Design bus_interconnect_nxm, sky130hd; sources not shown.
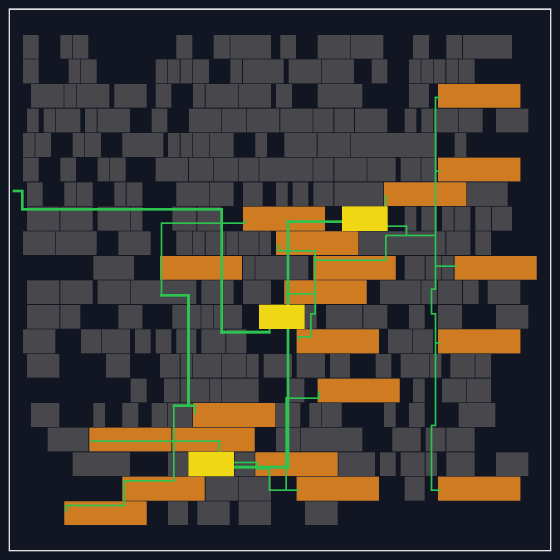
Figure 1: clock distribution.
[orange] flip-flops | count: 20
[green] clock wires | length: 288 um
[yellow] clock-net drivers | count: 3
routed clock nets	4
Clk. pwr: 0.000252 W
clock network power share: 13.4%

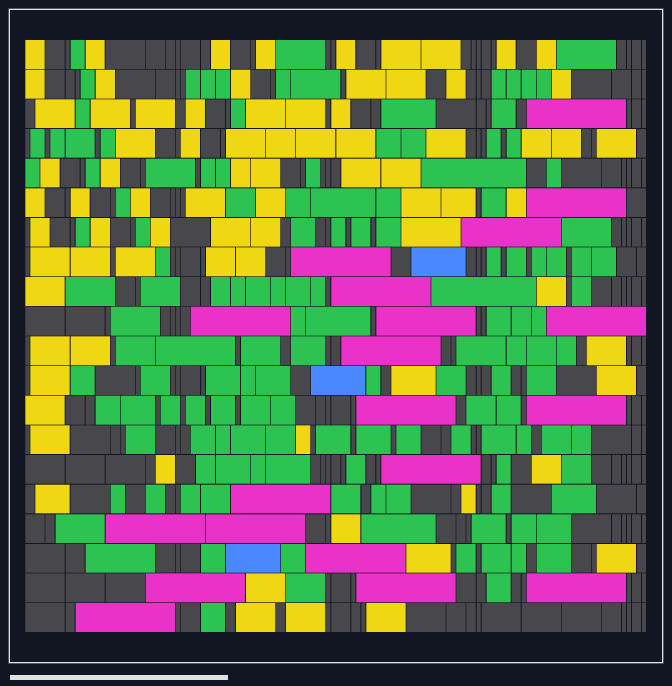
Figure 2: cell classes on the final placement.
Bar = 20 um. Fill, decap, tap and diode cells in grey.
colour	class	cells	share of their area
green	remaining logic cells	139	45%
yellow	remaining buffers and delay cells	80	30%
magenta	registers	20	23%
blue	clock-net drivers	3	1.9%
Core ar.: 3103 sq um
final instance area: 2205 sq um
Finished Core Util: 71.05%
row count: 20

==> CHANGELOG.md <==
### Metrics

* Post-Place Worst Slack at -0.5482 ns
* Switching pwr at 0.0008359 W
* Die W at 59.84 um
* Log Warnings at 28
* Vias in the first global route at 1593
* Area Overhead vs Synth at 56.90%
* Part of the power in registers at 29.4%
* H-tree depth reported by CTS at 1
* Routed wl met3 at 281 um
* Synth mux share at 0%
* Post-CTS Setup Inserts at 4
* Fmax at 445.4 MHz
* PortBufs at 65
* Main logic family after synthesis: AND-OR/OR-AND gates
* Final setup violation count at 1
* Die height at 59.84 um
* Initial antenna violation count at 0
* Most frequent cell after synthesis: nor2_1
* Non-filler cells, final at 286
* Internal power consumption at 0.001047 W
* Period utilization at 102.1%
* Vias at 1706
* Final TNS setup at -0.04518 ns
* Post-CTS Resized at 106
* Starting density of the core at 45.28%
* Logic gate share of total power at 57.2%
* Synth top area cells: dfrtp_1 36%, nor2_1 8.5%, a22oi_1 4.8%
* # IOs at 66
* Clock transition at path regs at 0.08 ns
* Slowest-stage cell, CP: dfrtp_1
* Routed Antenna Nets at 0
* Clk buf depth at 2
* Slew Limit Fails at 0
* Power Total at 0.001883 W
* Gate Count Post-Synth at 165
* # Cells Yosys at 165
* Hold buffer count at CTS at 0
* Drt total wl at 5.003 mm
* Routing usage on met2 at 50.63%
* Placed cell areas at 2111 sq um
* Min Hold Slack at 0.5241 ns
* YS chip area at 1405 sq um
* Max reg flops at 8
* Nets@finish at 277
* CP Cell Sequence: buf_6 -> nor3_4 -> buf_4 -> a22oi_1 -> nor2_1 -> clkbuf_2
* Vias per cell at 5.965
* Post-placement cell count at 274
* Leak Pwr at 0.9140 nW
* Failing checks: negative setup slack
* P_seq at 0.000554 W
* XOR Share, Synth at 0%
* Worst setup EP type: primary output
* Layout cell share with drive strength beyond 1 at 29.34%
* Metal-1 WL at 1.847 mm
* DR top layer: met4
* Maxcap violations at 0
* Aoi share at 29.39%
* Top delay family on crit path: buffers and inverters
* CP Buf/Inv Count at 3
* Largest stage delay, worst path at 0.43 ns
* Levels on crit path at 6
* GRT Total Usage at 27.80%
* Startpoint Class: register
* Mapped Area at 1405 sq um
* Yosys top cell area share at 35.62%
* Distinct lib cells at 51
* Min Clock Period, post-route at 2.245 ns
* DP Wirelength at 3.297 mm
* Switch share at 44.40%
* Required @ worst endpoint at 1.76 ns
* Global route total overflow at 0
* Post-synth seq share at 35.62%
* Clock sinks at 20
* Worst Max-Slew Pin Slew at 0.9092 ns
* Area leader, netlist: dfrtp_1
* Top pwr grp: combinational logic
* Hold Crit Class: register to register
* Clk Latency, worst-skew pair at 0.27 ns
* Fillers at 265
* Synth top cells by count: 32 x nor2_1, 20 x dfrtp_1, 9 x a22oi_1, 8 x nand2_1
* Yosys adder share at 0.8905%
* GR Layer Usage met1 at 30.46%
* Antenna Cells at 0
* Post-synth regs at 20
* DRT Pass-1 Iters at 4
* Comb pwr at 0.00108 W
* Clock buffers created by TritonCTS at 3
* Global-route wire length before repair at 7.341 mm
* Unrepaired setup endpoints after global routing: yes
* Drt drc at 0
* Hold path cells at 2
* Worst r2r path cells at 5
* Simple-Gate Fraction of Synth Area at 29.21%
* Yosys warnings at 0
* Number of enable flip-flop cells at 0
* Synthesized area per cell at 8.516 sq um
* Die area at 3581 sq um
* Worst Skew at 0.002787 ns
* GRT met3 Usage at 5.411%
* Iter 0 DRT Violations at 189
* Mapped Nets at 198
* R2r setup slk at 0.34 ns
* Status: complete, but fails checks
* Slew HR at 39.19%
* Setup WS post-layout at -0.04518 ns
* Busiest grt layer: met2
* Crit Path Class: register to primary output
layout by cell type (no fill, tap or decap), drive strengths merged, types with 6 or more instances in the layout:
cell           netlist  layout
clkdlybuf4s50        0      36
clkbuf               3       6
inv                  7       7
nor2                32      32
nand2                9       9
a22oi                9       9
a21oi                7       7
o21ai                8       8
buf                  3      39
dfrtp               20      20
layout make-up:
| cell class | instances | area [sq um] | area share [%] |
|---|---|---|---|
| tap | 44 | 55.05 | 2.497 |
| multi-input combinational | 131 | 940.9 | 42.68 |
| timing repair buffer | 74 | 583.1 | 26.45 |
| sequential | 20 | 500.5 | 22.70 |
| buffer | 6 | 52.55 | 2.384 |
| clock buffer | 3 | 41.29 | 1.873 |
| inverter | 8 | 31.28 | 1.419 |
No activity file was given, so power comes from the tool's default toggle rates.
